## config.mk

```make
export PLATFORM = sky130hd
export DESIGN_NAME = pipeline_ctrl
export DESIGN_NICKNAME = d
export VERILOG_FILES = /design/src/rtl/pipe_ctrl_pkg.sv /design/src/rtl/load_use_detect.sv /design/src/rtl/pipeline_ctrl.sv
export SDC_FILE = /design/constraint.sdc
export NUM_CORES = 1
export LEC_CHECK = 0
export ABC_AREA = 1
export CAP_MARGIN = 40
export CORE_AREA = 2 2 39 41
export CTS_CLUSTER_SIZE = 8
export DETAILED_ROUTE_END_ITERATION = 7
export DIE_AREA = 0 0 41 43
export HOLD_SLACK_MARGIN = 0.08
export PLACE_DENSITY = 0.8
export SYNTH_ARGS = -nofsm -noshare
export SYNTH_HDL_FRONTEND = slang
export SYNTH_SLANG_ARGS = --single-unit
```

## constraint.sdc

```tcl
create_clock -name clk_i -period 1.21 [get_ports clk_i]
set_input_delay 0.1815 -clock clk_i [delete_from_list [all_inputs] [get_ports clk_i]]
set_output_delay 0.1815 -clock clk_i [all_outputs]
set_load 0.01 [all_outputs]
```

## src/rtl/pipe_ctrl_pkg.sv

```systemverilog
// Shared types for the pipeline stall/flush controller: ctrl_state_e, the FSM state enum,
// the bundle of register enables/flushes, and the action decode used by pipeline_ctrl.
package pipe_ctrl_pkg;

    localparam int unsigned RegAddrWidthDefault = 5;

    typedef enum logic [1:0] {
        CtrlRun       = 2'd0,
        CtrlLoadStall = 2'd1,
        CtrlExWait    = 2'd2,
        CtrlMemWait   = 2'd3
    } ctrl_state_e;

    typedef enum logic {
        ExIdle = 1'b0,
        ExBusy = 1'b1
    } ex_state_e;

    typedef struct packed {
        logic pc_en;
        logic if_id_en;
        logic id_ex_en;
        logic ex_mem_en;
        logic mem_wb_en;
        logic if_id_flush;
        logic id_ex_flush;
        logic ex_mem_flush;
    } pipe_ctrl_t;

    // Maps the chosen action to register controls; a flush is only ever paired with its enable.
    function automatic pipe_ctrl_t ctrl_action(input ctrl_state_e st, input logic redirect);
        pipe_ctrl_t c;
        c = '0;
        unique case (st)
            CtrlMemWait: c = '0;
            CtrlExWait: begin
                c.ex_mem_en    = 1'b1;
                c.ex_mem_flush = 1'b1;
                c.mem_wb_en    = 1'b1;
            end
            CtrlLoadStall: begin
                c.id_ex_en    = 1'b1;
                c.id_ex_flush = 1'b1;
                c.ex_mem_en   = 1'b1;
                c.mem_wb_en   = 1'b1;
            end
            CtrlRun: begin
                c.pc_en       = 1'b1;
                c.if_id_en    = 1'b1;
                c.id_ex_en    = 1'b1;
                c.ex_mem_en   = 1'b1;
                c.mem_wb_en   = 1'b1;
                c.if_id_flush = redirect;
                c.id_ex_flush = redirect;
            end
        endcase
        return c;
    endfunction

endpackage

```

## src/rtl/load_use_detect.sv

```systemverilog
// Combinational load-use hazard comparator: ID reads a register that the load in EX writes.
// Register 0 never creates a hazard.
module load_use_detect
    import pipe_ctrl_pkg::*;
#(
    parameter int unsigned REG_ADDR_WIDTH = RegAddrWidthDefault
) (
    input  logic                      id_valid_i,
    input  logic                      id_uses_rs1_i,
    input  logic                      id_uses_rs2_i,
    input  logic [REG_ADDR_WIDTH-1:0] id_rs1_i,
    input  logic [REG_ADDR_WIDTH-1:0] id_rs2_i,
    input  logic                      ex_valid_i,
    input  logic                      ex_is_load_i,
    input  logic [REG_ADDR_WIDTH-1:0] ex_rd_i,
    output logic                      load_use_o
);

    logic rs1_hit;
    logic rs2_hit;
    logic ex_load_live;

    assign ex_load_live = ex_valid_i && ex_is_load_i && (ex_rd_i != '0);
    assign rs1_hit      = id_uses_rs1_i && (id_rs1_i == ex_rd_i);
    assign rs2_hit      = id_uses_rs2_i && (id_rs2_i == ex_rd_i);
    assign load_use_o   = id_valid_i && ex_load_live && (rs1_hit || rs2_hit);

endmodule

```

## src/rtl/pipeline_ctrl.sv

```systemverilog
// Central stall/flush controller for PC, IF/ID, ID/EX, EX/MEM and MEM/WB.
// Define PIPE_CTRL_PERF_EN to add saturating stall-cycle and redirect-flush counters.
module pipeline_ctrl
    import pipe_ctrl_pkg::*;
#(
    parameter int unsigned REG_ADDR_WIDTH = RegAddrWidthDefault
`ifdef PIPE_CTRL_PERF_EN
    ,
    parameter int unsigned PERF_WIDTH = 32
`endif
) (
    input  logic                      clk_i,
    input  logic                      reset_i,
    input  logic                      id_valid_i,
    input  logic                      id_uses_rs1_i,
    input  logic                      id_uses_rs2_i,
    input  logic [REG_ADDR_WIDTH-1:0] id_rs1_i,
    input  logic [REG_ADDR_WIDTH-1:0] id_rs2_i,
    input  logic                      ex_valid_i,
    input  logic                      ex_is_load_i,
    input  logic [REG_ADDR_WIDTH-1:0] ex_rd_i,
    input  logic                      ex_mc_start_i,
    input  logic                      ex_mc_done_i,
    input  logic                      ex_redirect_i,
    input  logic                      mem_req_i,
    input  logic                      mem_ready_i,
    output logic                      pc_en_o,
    output logic                      if_id_en_o,
    output logic                      id_ex_en_o,
    output logic                      ex_mem_en_o,
    output logic                      mem_wb_en_o,
    output logic                      if_id_flush_o,
    output logic                      id_ex_flush_o,
    output logic                      ex_mem_flush_o,
`ifdef PIPE_CTRL_PERF_EN
    output logic [PERF_WIDTH-1:0]     perf_stall_cycles_o,
    output logic [PERF_WIDTH-1:0]     perf_flush_count_o,
`endif
    output logic [1:0]                ctrl_state_o
);

    ex_state_e   ex_state_q;
    ex_state_e   ex_state_d;
    ctrl_state_e state;
    pipe_ctrl_t  ctrl;
    logic        load_use;
    logic        mem_stall;
    logic        ex_wait;
    logic        do_redirect;

    load_use_detect #(
        .REG_ADDR_WIDTH(REG_ADDR_WIDTH)
    ) u_load_use_detect (
        .id_valid_i   (id_valid_i),
        .id_uses_rs1_i(id_uses_rs1_i),
        .id_uses_rs2_i(id_uses_rs2_i),
        .id_rs1_i     (id_rs1_i),
        .id_rs2_i     (id_rs2_i),
        .ex_valid_i   (ex_valid_i),
        .ex_is_load_i (ex_is_load_i),
        .ex_rd_i      (ex_rd_i),
        .load_use_o   (load_use)
    );

    assign mem_stall = mem_req_i && !mem_ready_i;
    // The done cycle is not a wait: EX/MEM must capture the multi-cycle result, not a bubble.
    assign ex_wait   = ((ex_state_q == ExBusy) || ex_mc_start_i) && !ex_mc_done_i;

    always_comb begin
        ex_state_d = ex_state_q;
        unique case (ex_state_q)
            ExIdle: if (ex_mc_start_i && !ex_mc_done_i && !mem_stall) ex_state_d = ExBusy;
            ExBusy: if (ex_mc_done_i && !mem_stall) ex_state_d = ExIdle;
        endcase
    end

    always_ff @(posedge clk_i) begin
        if (reset_i) begin
            ex_state_q <= ExIdle;
        end else begin
            ex_state_q <= ex_state_d;
        end
    end

    // Stalls defer a redirect: EX is frozen, so ex_redirect_i is still present once they clear.
    always_comb begin
        state       = CtrlRun;
        do_redirect = 1'b0;
        if (mem_stall) begin
            state = CtrlMemWait;
        end else if (ex_wait) begin
            state = CtrlExWait;
        end else if (ex_redirect_i) begin
            do_redirect = 1'b1;
        end else if (load_use) begin
            state = CtrlLoadStall;
        end
    end

    assign ctrl           = ctrl_action(state, do_redirect);
    assign pc_en_o        = ctrl.pc_en;
    assign if_id_en_o     = ctrl.if_id_en;
    assign id_ex_en_o     = ctrl.id_ex_en;
    assign ex_mem_en_o    = ctrl.ex_mem_en;
    assign mem_wb_en_o    = ctrl.mem_wb_en;
    assign if_id_flush_o  = ctrl.if_id_flush;
    assign id_ex_flush_o  = ctrl.id_ex_flush;
    assign ex_mem_flush_o = ctrl.ex_mem_flush;
    assign ctrl_state_o   = state;

`ifdef PIPE_CTRL_PERF_EN
    localparam logic [PERF_WIDTH-1:0] PerfOne = PERF_WIDTH'(1);

    logic [PERF_WIDTH-1:0] stall_cnt_q;
    logic [PERF_WIDTH-1:0] flush_cnt_q;

    always_ff @(posedge clk_i) begin
        if (reset_i) begin
            stall_cnt_q <= '0;
            flush_cnt_q <= '0;
        end else begin
            if ((state != CtrlRun) && (stall_cnt_q != '1)) begin
                stall_cnt_q <= stall_cnt_q + PerfOne;
            end
            if (do_redirect && (flush_cnt_q != '1)) begin
                flush_cnt_q <= flush_cnt_q + PerfOne;
            end
        end
    end

    assign perf_stall_cycles_o = stall_cnt_q;
    assign perf_flush_count_o  = flush_cnt_q;
`endif

endmodule

```

==> flow_summary.toml <==
# synthesis and place-and-route metrics
[setup_path]
cp_common_cell = "nand2_2"
crit_path_cell_trace = "buf_6, inv_4, nand2_2, nand2_2, nor2_2, nand3_1, nand2_1, nand2_2, nand2_4, nor2_4, buf_6"
cp-start-kind = "input pin"
critical_path_depth = 11
startpoint = "ex_rd_i[2]"
rr_startpoint = "ex_state_q$_SDFF_PP0_"

[layout]
dominant_cells = "non-clock buffers"
top_register = "ex_state_q"
drive_above_1_share = 0.522
utilization = 0.552
largest_register_ffs = 1
flop-count = 1
flop_area_um2 = 21.3
antennaDiodeCount = 0
nNetsFinal = 144
synthToLayoutAreaGrowth_pct = 121

[grt]
grt_pass1_vias = 474
busiest_layer = "met2"
grt_max_degree = 6
antenna_found_initial = 0
met2_usage = 0.247

[placed_design]
dp.cells = 130
place_area_um2 = 741

[power_and_ir_drop]
seqPwrFrac = 0.130
total_power_mw = 0.295
pwr-share-comb = 0.870

[clock_tree]
ctsResizeCount = 127

[final_timing]
max_freq_mhz = 836
hold_viol_final = 0
maxSlewViolCount = 0
tightest_slew_ps = 195
finalClockSkew_ps = 0

[synth]
yosysTopAreaCellShare = 0.337
edf_count = 0
syn-instance-count = 77
synth-xor-area-share = 0
async_reset_ff_frac = 0

[route]
drt_iter0_markers = 0
wl_met3_um = 76

[flow_run]
warnings = 30

[status]
outcome = "finished, final reports clean"

[min_path]
hold_path.class = "in2reg"
hold_end = "ex_state_q$_SDFF_PP0_"
power_grid.png
The bar under the picture is 10 um long. Pins as bars on the die edge.
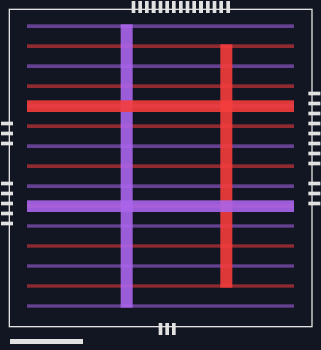
VDD: shown in red. VSS: shown in purple.
2 straps on met5. 2 straps on met4. 15 met1 rails follow the rows.
Die Height: 43 um
Core Box Area: 1380 um^2
VDD IR-drop max: 0.193 mV

placement_by_type.png
Fill, decap, tap and diode cells in gray.
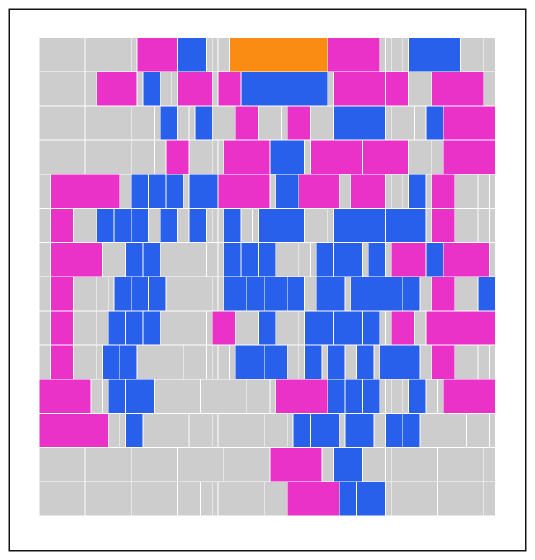
flops: shown in orange, cells 1, share of their area 2.9%. combinational and other logic: shown in blue, cells 74, share of their area 51%. other buffers and delay cells: shown in magenta, cells 40, share of their area 46%.
final instance area: 764 um^2
num rows: 14

clk_routes.png
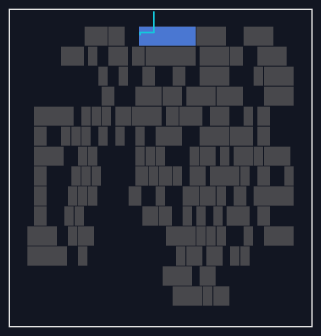
flip-flops: shown in blue, count 1. clock wires: shown in cyan, length 5.00 um.
Routed clock nets: 1.
Clk. pwr: 0 mW
clock share of power: 0
Late-Pin Clk Latency: 0 ps

wires.png
The bar under the picture is 10 um long. Two of the layers only.
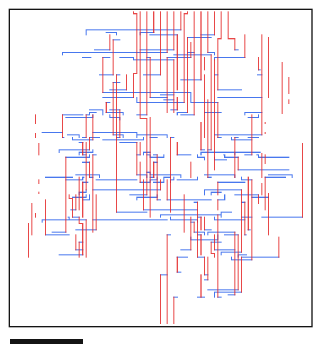
metal 2: shown in red, wire length 636 um. metal 1: shown in blue, wire length 464 um.
wire per inst: 8.97 um
Routed WL: 1.18 mm
routed vias: 552
Tot GR Track Use: 0.130

Power figures rest on the tool's default switching activity, not on a simulated workload.
